`src/rtl/iob_responder_pkg.sv`:
```
// Shared types for the IOB responder: FSM states, posted-write buffer entry, timeout default.
package iob_responder_pkg;

   typedef enum logic [2:0] {
      StIdle,
      StSetup,
      StStrobe,
      StWait,
      StHold
   } state_e;

   localparam int unsigned TimeoutCycDefault = 255;

   typedef struct packed {
      logic [22:0] addr;
      logic [15:0] data;
      logic [1:0]  strb;  // {nUDS, nLDS}
   } pw_entry_t;

   function automatic logic [7:0] sat_inc8(input logic [7:0] v);
      return (v == 8'hFF) ? v : v + 8'd1;
   endfunction

endpackage

```
`src/rtl/iob_responder_if.sv`:
```
// FSB-side request/response and IOB-side bus signals of the IOB responder.
interface iob_responder_if;
   logic        BACT;
   logic        IOCS;
   logic        IACS;
   logic        IOPWCS;
   logic        nWE;
   logic [22:0] A;
   logic [15:0] DIN;
   logic        nUDS;
   logic        nLDS;
   logic        FSB_ACK;
   logic        BERR;
   logic [15:0] DOUT;
   logic [22:0] IOA;
   logic [15:0] IODOUT;
   logic [15:0] IODIN;
   logic        IOnAS;
   logic        IOnUDS;
   logic        IOnLDS;
   logic        IORnW;
   logic        IOnDTACK;
   logic        IOnBERR;
   logic        BUSY;

   modport slave (
      input  BACT, IOCS, IACS, IOPWCS, nWE, A, DIN, nUDS, nLDS, IODIN, IOnDTACK, IOnBERR,
      output FSB_ACK, BERR, DOUT, IOA, IODOUT, IOnAS, IOnUDS, IOnLDS, IORnW, BUSY
   );

   modport master (
      output BACT, IOCS, IACS, IOPWCS, nWE, A, DIN, nUDS, nLDS, IODIN, IOnDTACK, IOnBERR,
      input  FSB_ACK, BERR, DOUT, IOA, IODOUT, IOnAS, IOnUDS, IOnLDS, IORnW, BUSY
   );
endinterface

```
`src/rtl/iob_sync2.sv`:
```
// Two-flop synchronizer for active-low IOB inputs; resets to the inactive (high) level.
module iob_sync2 (
   input  logic CLK,
   input  logic RES,
   input  logic d,
   output logic q
);
   logic meta_q;

   always_ff @(posedge CLK or posedge RES) begin
      if (RES) begin
         meta_q <= 1'b1;
         q      <= 1'b1;
      end else begin
         meta_q <= d;
         q      <= meta_q;
      end
   end
endmodule

```
`src/rtl/iob_responder.sv`:
```
// Bridges FSB cycles onto the asynchronous IOB bus (IDLE/SETUP/STROBE/WAIT/HOLD).
// Optional one-entry posted-write buffer enabled by macro IOB_POSTED_WRITE_EN.
module iob_responder
   import iob_responder_pkg::*;
#(
   parameter int unsigned TIMEOUT_CYC = TimeoutCycDefault
) (
   input logic            CLK,
   input logic            RES,
   iob_responder_if.slave bus
);
   localparam logic [7:0] TimeoutVal = 8'(TIMEOUT_CYC);

   state_e    state_q;
   logic [7:0] wcnt_q;
   logic [7:0] wcnt_inc;
   logic      serviced_q;
   pw_entry_t cur_q;
   logic      cur_rnw_q;
   logic      cur_posted_q;
   logic      err_q;
   logic      dtack_s;
   logic      berr_s;
   logic      start;
   logic      post_req;
   logic      post_ack;
   logic      buf_full;
   pw_entry_t buf_entry;

   iob_sync2 u_sync_dtack (
      .CLK (CLK),
      .RES (RES),
      .d   (bus.IOnDTACK),
      .q   (dtack_s)
   );

   iob_sync2 u_sync_berr (
      .CLK (CLK),
      .RES (RES),
      .d   (bus.IOnBERR),
      .q   (berr_s)
   );

`ifdef IOB_POSTED_WRITE_EN
   logic      buf_full_q;
   pw_entry_t buf_q;
   logic      post_ack_q;

   // A drain's HOLD edge may refill the buffer directly so BUSY never dips.
   assign post_req = bus.BACT & bus.IOCS & bus.IOPWCS & ~bus.nWE & ~serviced_q &
                     (((state_q == StIdle) & ~buf_full_q) | ((state_q == StHold) & cur_posted_q));

   always_ff @(posedge CLK or posedge RES) begin
      if (RES) begin
         buf_full_q <= 1'b0;
         buf_q      <= '0;
         post_ack_q <= 1'b0;
      end else begin
         post_ack_q <= post_req;
         if (post_req) begin
            buf_full_q <= 1'b1;
            buf_q      <= '{addr: bus.A, data: bus.DIN, strb: {bus.nUDS, bus.nLDS}};
         end else if ((state_q == StHold) && cur_posted_q) begin
            buf_full_q <= 1'b0;
         end
      end
   end

   assign buf_full  = buf_full_q;
   assign buf_entry = buf_q;
   assign post_ack  = post_ack_q;
`else
   logic unused_iopwcs;

   assign unused_iopwcs = bus.IOPWCS;
   assign post_req      = 1'b0;
   assign post_ack      = 1'b0;
   assign buf_full      = 1'b0;
   assign buf_entry     = '0;
`endif

   assign start    = (state_q == StIdle) & ~buf_full & ~post_req & bus.BACT &
                     (bus.IOCS | bus.IACS) & ~serviced_q;
   assign wcnt_inc = sat_inc8(wcnt_q);
   assign bus.BUSY = (state_q != StIdle) | buf_full;

   always_ff @(posedge CLK or posedge RES) begin
      if (RES) begin
         state_q      <= StIdle;
         wcnt_q       <= '0;
         serviced_q   <= 1'b0;
         cur_q        <= '0;
         cur_rnw_q    <= 1'b1;
         cur_posted_q <= 1'b0;
         err_q        <= 1'b0;
         bus.IOA      <= '0;
         bus.IODOUT   <= '0;
         bus.DOUT     <= '0;
         bus.IOnAS    <= 1'b1;
         bus.IOnUDS   <= 1'b1;
         bus.IOnLDS   <= 1'b1;
         bus.IORnW    <= 1'b1;
         bus.FSB_ACK  <= 1'b0;
         bus.BERR     <= 1'b0;
      end else begin
         serviced_q  <= bus.BACT & (serviced_q | start | post_req);
         bus.FSB_ACK <= post_ack;
         bus.BERR    <= 1'b0;
         unique case (state_q)
            StIdle: begin
               bus.IORnW <= 1'b1;
               if (buf_full) begin
                  cur_q        <= buf_entry;
                  cur_rnw_q    <= 1'b0;
                  cur_posted_q <= 1'b1;
                  state_q      <= StSetup;
               end else if (start) begin
                  cur_q        <= '{addr: bus.A, data: bus.DIN, strb: {bus.nUDS, bus.nLDS}};
                  cur_rnw_q    <= bus.nWE | bus.IACS;
                  cur_posted_q <= 1'b0;
                  state_q      <= StSetup;
               end
            end
            StSetup: begin
               bus.IOA    <= cur_q.addr;
               bus.IORnW  <= cur_rnw_q;
               bus.IODOUT <= cur_q.data;
               state_q    <= StStrobe;
            end
            StStrobe: begin
               bus.IOnAS  <= 1'b0;
               bus.IOnUDS <= cur_q.strb[1];
               bus.IOnLDS <= cur_q.strb[0];
               wcnt_q     <= '0;
               state_q    <= StWait;
            end
            StWait: begin
               wcnt_q <= wcnt_inc;
               if (!berr_s || !dtack_s || (wcnt_inc == TimeoutVal)) begin
                  // BERR beats DTACK; neither seen means timeout.
                  err_q <= ~berr_s | dtack_s;
                  if (cur_rnw_q) begin
                     bus.DOUT <= bus.IODIN;
                  end
                  state_q <= StHold;
               end
            end
            StHold: begin
               bus.IOnAS  <= 1'b1;
               bus.IOnUDS <= 1'b1;
               bus.IOnLDS <= 1'b1;
               bus.IORnW  <= 1'b1;
               state_q    <= StIdle;
               if (!cur_posted_q && bus.BACT) begin
                  bus.FSB_ACK <= 1'b1;
                  bus.BERR    <= err_q;
               end
            end
            default: state_q <= StIdle;
         endcase
      end
   end
endmodule
```
`src/flat_wrapper.sv`:
```
// flat-port wrapper written by rule: the top's interface ports become plain ports
module iob_responder_flat import iob_responder_pkg::*;
#(
   parameter int unsigned TIMEOUT_CYC = TimeoutCycDefault
)
  (CLK, RES, bus_BACT, bus_IOCS, bus_IACS, bus_IOPWCS, bus_nWE, bus_A, bus_DIN, bus_nUDS, bus_nLDS, bus_IODIN, bus_IOnDTACK, bus_IOnBERR, bus_FSB_ACK, bus_BERR, bus_DOUT, bus_IOA, bus_IODOUT, bus_IOnAS, bus_IOnUDS, bus_IOnLDS, bus_IORnW, bus_BUSY);
  iob_responder_if bus_i ();
  input logic CLK;
  input logic RES;
  input wire logic [$bits(bus_i.BACT)-1:0] bus_BACT;
  input wire logic [$bits(bus_i.IOCS)-1:0] bus_IOCS;
  input wire logic [$bits(bus_i.IACS)-1:0] bus_IACS;
  input wire logic [$bits(bus_i.IOPWCS)-1:0] bus_IOPWCS;
  input wire logic [$bits(bus_i.nWE)-1:0] bus_nWE;
  input wire logic [$bits(bus_i.A)-1:0] bus_A;
  input wire logic [$bits(bus_i.DIN)-1:0] bus_DIN;
  input wire logic [$bits(bus_i.nUDS)-1:0] bus_nUDS;
  input wire logic [$bits(bus_i.nLDS)-1:0] bus_nLDS;
  input wire logic [$bits(bus_i.IODIN)-1:0] bus_IODIN;
  input wire logic [$bits(bus_i.IOnDTACK)-1:0] bus_IOnDTACK;
  input wire logic [$bits(bus_i.IOnBERR)-1:0] bus_IOnBERR;
  output wire logic [$bits(bus_i.FSB_ACK)-1:0] bus_FSB_ACK;
  output wire logic [$bits(bus_i.BERR)-1:0] bus_BERR;
  output wire logic [$bits(bus_i.DOUT)-1:0] bus_DOUT;
  output wire logic [$bits(bus_i.IOA)-1:0] bus_IOA;
  output wire logic [$bits(bus_i.IODOUT)-1:0] bus_IODOUT;
  output wire logic [$bits(bus_i.IOnAS)-1:0] bus_IOnAS;
  output wire logic [$bits(bus_i.IOnUDS)-1:0] bus_IOnUDS;
  output wire logic [$bits(bus_i.IOnLDS)-1:0] bus_IOnLDS;
  output wire logic [$bits(bus_i.IORnW)-1:0] bus_IORnW;
  output wire logic [$bits(bus_i.BUSY)-1:0] bus_BUSY;
  assign bus_i.BACT = bus_BACT;
  assign bus_i.IOCS = bus_IOCS;
  assign bus_i.IACS = bus_IACS;
  assign bus_i.IOPWCS = bus_IOPWCS;
  assign bus_i.nWE = bus_nWE;
  assign bus_i.A = bus_A;
  assign bus_i.DIN = bus_DIN;
  assign bus_i.nUDS = bus_nUDS;
  assign bus_i.nLDS = bus_nLDS;
  assign bus_i.IODIN = bus_IODIN;
  assign bus_i.IOnDTACK = bus_IOnDTACK;
  assign bus_i.IOnBERR = bus_IOnBERR;
  assign bus_FSB_ACK = bus_i.FSB_ACK;
  assign bus_BERR = bus_i.BERR;
  assign bus_DOUT = bus_i.DOUT;
  assign bus_IOA = bus_i.IOA;
  assign bus_IODOUT = bus_i.IODOUT;
  assign bus_IOnAS = bus_i.IOnAS;
  assign bus_IOnUDS = bus_i.IOnUDS;
  assign bus_IOnLDS = bus_i.IOnLDS;
  assign bus_IORnW = bus_i.IORnW;
  assign bus_BUSY = bus_i.BUSY;
  iob_responder #(.TIMEOUT_CYC(TIMEOUT_CYC)) u_core (.CLK(CLK), .RES(RES), .bus(bus_i));
endmodule
```
`config.mk`:
```
export PLATFORM = sky130hd
export DESIGN_NAME = iob_responder_flat
export DESIGN_NICKNAME = d
export VERILOG_FILES = /design/src/rtl/iob_responder_pkg.sv /design/src/rtl/iob_responder_if.sv /design/src/rtl/iob_sync2.sv /design/src/rtl/iob_responder.sv /design/src/flat_wrapper.sv
export SDC_FILE = /design/constraint.sdc
export NUM_CORES = 1
export LEC_CHECK = 0
export CAP_MARGIN = 20
export CORE_ASPECT_RATIO = 1.2
export CORE_MARGIN = 2
export CORE_UTILIZATION = 53
export DETAILED_ROUTE_END_ITERATION = 7
export GPL_ROUTABILITY_DRIVEN = 0
export GPL_TIMING_DRIVEN = 1
export PLACE_DENSITY_LB_ADDON = 0.15
export SYNTH_ARGS = -nofsm -noshare
export SYNTH_HDL_FRONTEND = slang
export SYNTH_SLANG_ARGS = --single-unit
```
`constraint.sdc`:
```
create_clock -name CLK -period 6.31 [get_ports CLK]
set_input_delay 0.631 -clock CLK [delete_from_list [all_inputs] [get_ports CLK]]
set_output_delay 0.631 -clock CLK [all_outputs]
set_load 0.005 [all_outputs]
```
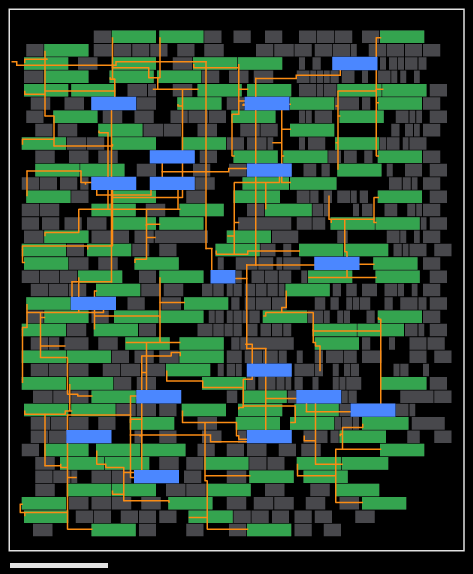
*Routed clock nets over the placement*
The bar under the picture is 20 um long.
Blue marks clock drivers, count 17. Orange marks clock wires, length 1460 um. Green marks flip-flops, count 120.
Position of the flops: spread over the die.

==> reports/results.ini <==
[layout]
n_antenna_cell = 0
fin_cells = 646
mostFrequentLayoutCells = clkdlybuf4s50_1 (126), dfrtp_1 (111), mux2_2 (78), nand2_1 (42), nand3_1 (19)

[synthesis]
syn_inst = 389
fp_nets = 456
top_cell_area_share_pct = 55.76
synth-edff-count = 0
syn_avg_cell_area_sq_um = 12.80
ys.flop_type = dfrtp_1
ys.flops = 120
synth_top_cell_by_count = dfrtp_1
synth_cell_types = 38
synth.top_cells.by_count = dfrtp_1 (111), mux2_2 (78), nand2_1 (42)
ys_top_cells_by_area = dfrtp_1 (56%), mux2_2 (18%), dfstp_2 (4.7%), nand2_1 (3.2%), o211ai_1 (2.6%)

[critical_path]
ff2ff_path_depth = 6
critPathMaxFanout = 19
crit_required_ns = 6.67
worst_setup_path_end_kind = flop
r2r_end = u_core.bus.DOUT[10]
worst-setup-path-type = reg2reg
r2r_start = u_core.wcnt_q[0]

[global_route]
antenna_found_initial = 0
grt_pass1_vias = 3673
track_usage_pct = 22.25

[routing]
drt_iter0_drc = 238
wl_mm = 10.68

[floorplanning]
io_pins = 128
die_area_sq_um = 10190
core_area_sq_um = 9081
rows = 38

[clock_tree]
cts_setup_buffers = 0
clock-root-buffer = clkbuf_8
cts_hold_buf = 0
clk_pin_slew_ns = 0.05
insertion_delay_ns = 0.52

[flow_run]
drv_cap = 0

[run_status]
outcome = completed

[final_timing]
fin_setup_tns_ns = 0
fmax_mhz = 363.2
rsz0062_at_grt = false

[placed_design]
dpl.hpwl_mm = 6.911

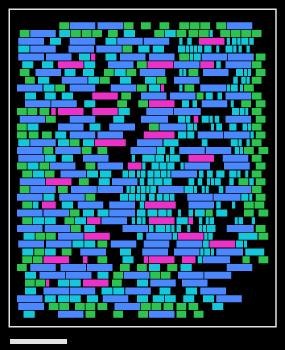
*Cell classes on the final placement*
The bar under the picture is 20 um long.
Blue marks sequential cells, cells 120, share of their area 45%. Cyan marks combinational and other logic, cells 245, share of their area 27%. Magenta marks clock drivers and dummy loads, cells 32, share of their area 8.9%. Green marks remaining buffers and delay cells, cells 129, share of their area 19%.

routing by layer:
metal	vias up	global-route usage, %	part of all wire [%]
li1	1634	-	-
met1	1736	26.82	41
met2	130	36.81	50
met3	24	7.818	7.0
met4	0	9.062	1.8
met5	-	0	0
power breakdown:
part | switching, mW | total (mW) | internal (mW)
logic | 0.440 | 1.18 | 0.743
registers | 0.218 | 1.35 | 1.13
clock network | 0.322 | 0.961 | 0.639
per-stage QoR:
step                      utilization, %  setup slack [ns]  hold WS (ns)
final                              75.81             3.556        0.3506
after global routing               75.81             3.343        0.3521
after CTS                          75.81             3.588        0.3503
after detailed placement           69.23             3.606        0.3468
after global placement             69.23             3.660        0.3468
after floorplan                        -             2.508        0.3452
logic make-up after synthesis:
| family | after synthesis | share of synthesized area, % |
|---|---|---|
| flops | 120 | 60.51 |
| simple gates | 105 | 10.45 |
| mux | 82 | 18.49 |
| compound gates | 51 | 7.134 |
| buf+inv | 30 | 3.165 |
| fa+ha+maj | 1 | 0.2512 |
flip-flops by register name (all words and copies together) (netlist names), 3 cells and up:
signal             flops
u_core.cur_q          41
u_core.state_q         3
u_core.bus.DOUT       16
u_core.wcnt_q          8
u_core.bus.IODOUT     16
u_core.bus.IOA        23
critical path, cell delays in order, from the launching register on:
cell       delay (ns)
dfrtp_1          0.49
ha_1             0.36
nand3b_1         0.15
mux2i_1          0.08
o2bb2ai_2        0.64
and2_1           0.67
o211ai_1         0.19
cell type report:
cell class	count	area (sq um)
clock buffer	23	476.7
tap	120	150.1
clock inverter	9	120.1
fill	585	2197
multi-input combinational	239	1814
inverter	6	25.02
sequential	120	3014
timing repair buffer	129	1284
Power is estimated from default activity; no workload was simulated.
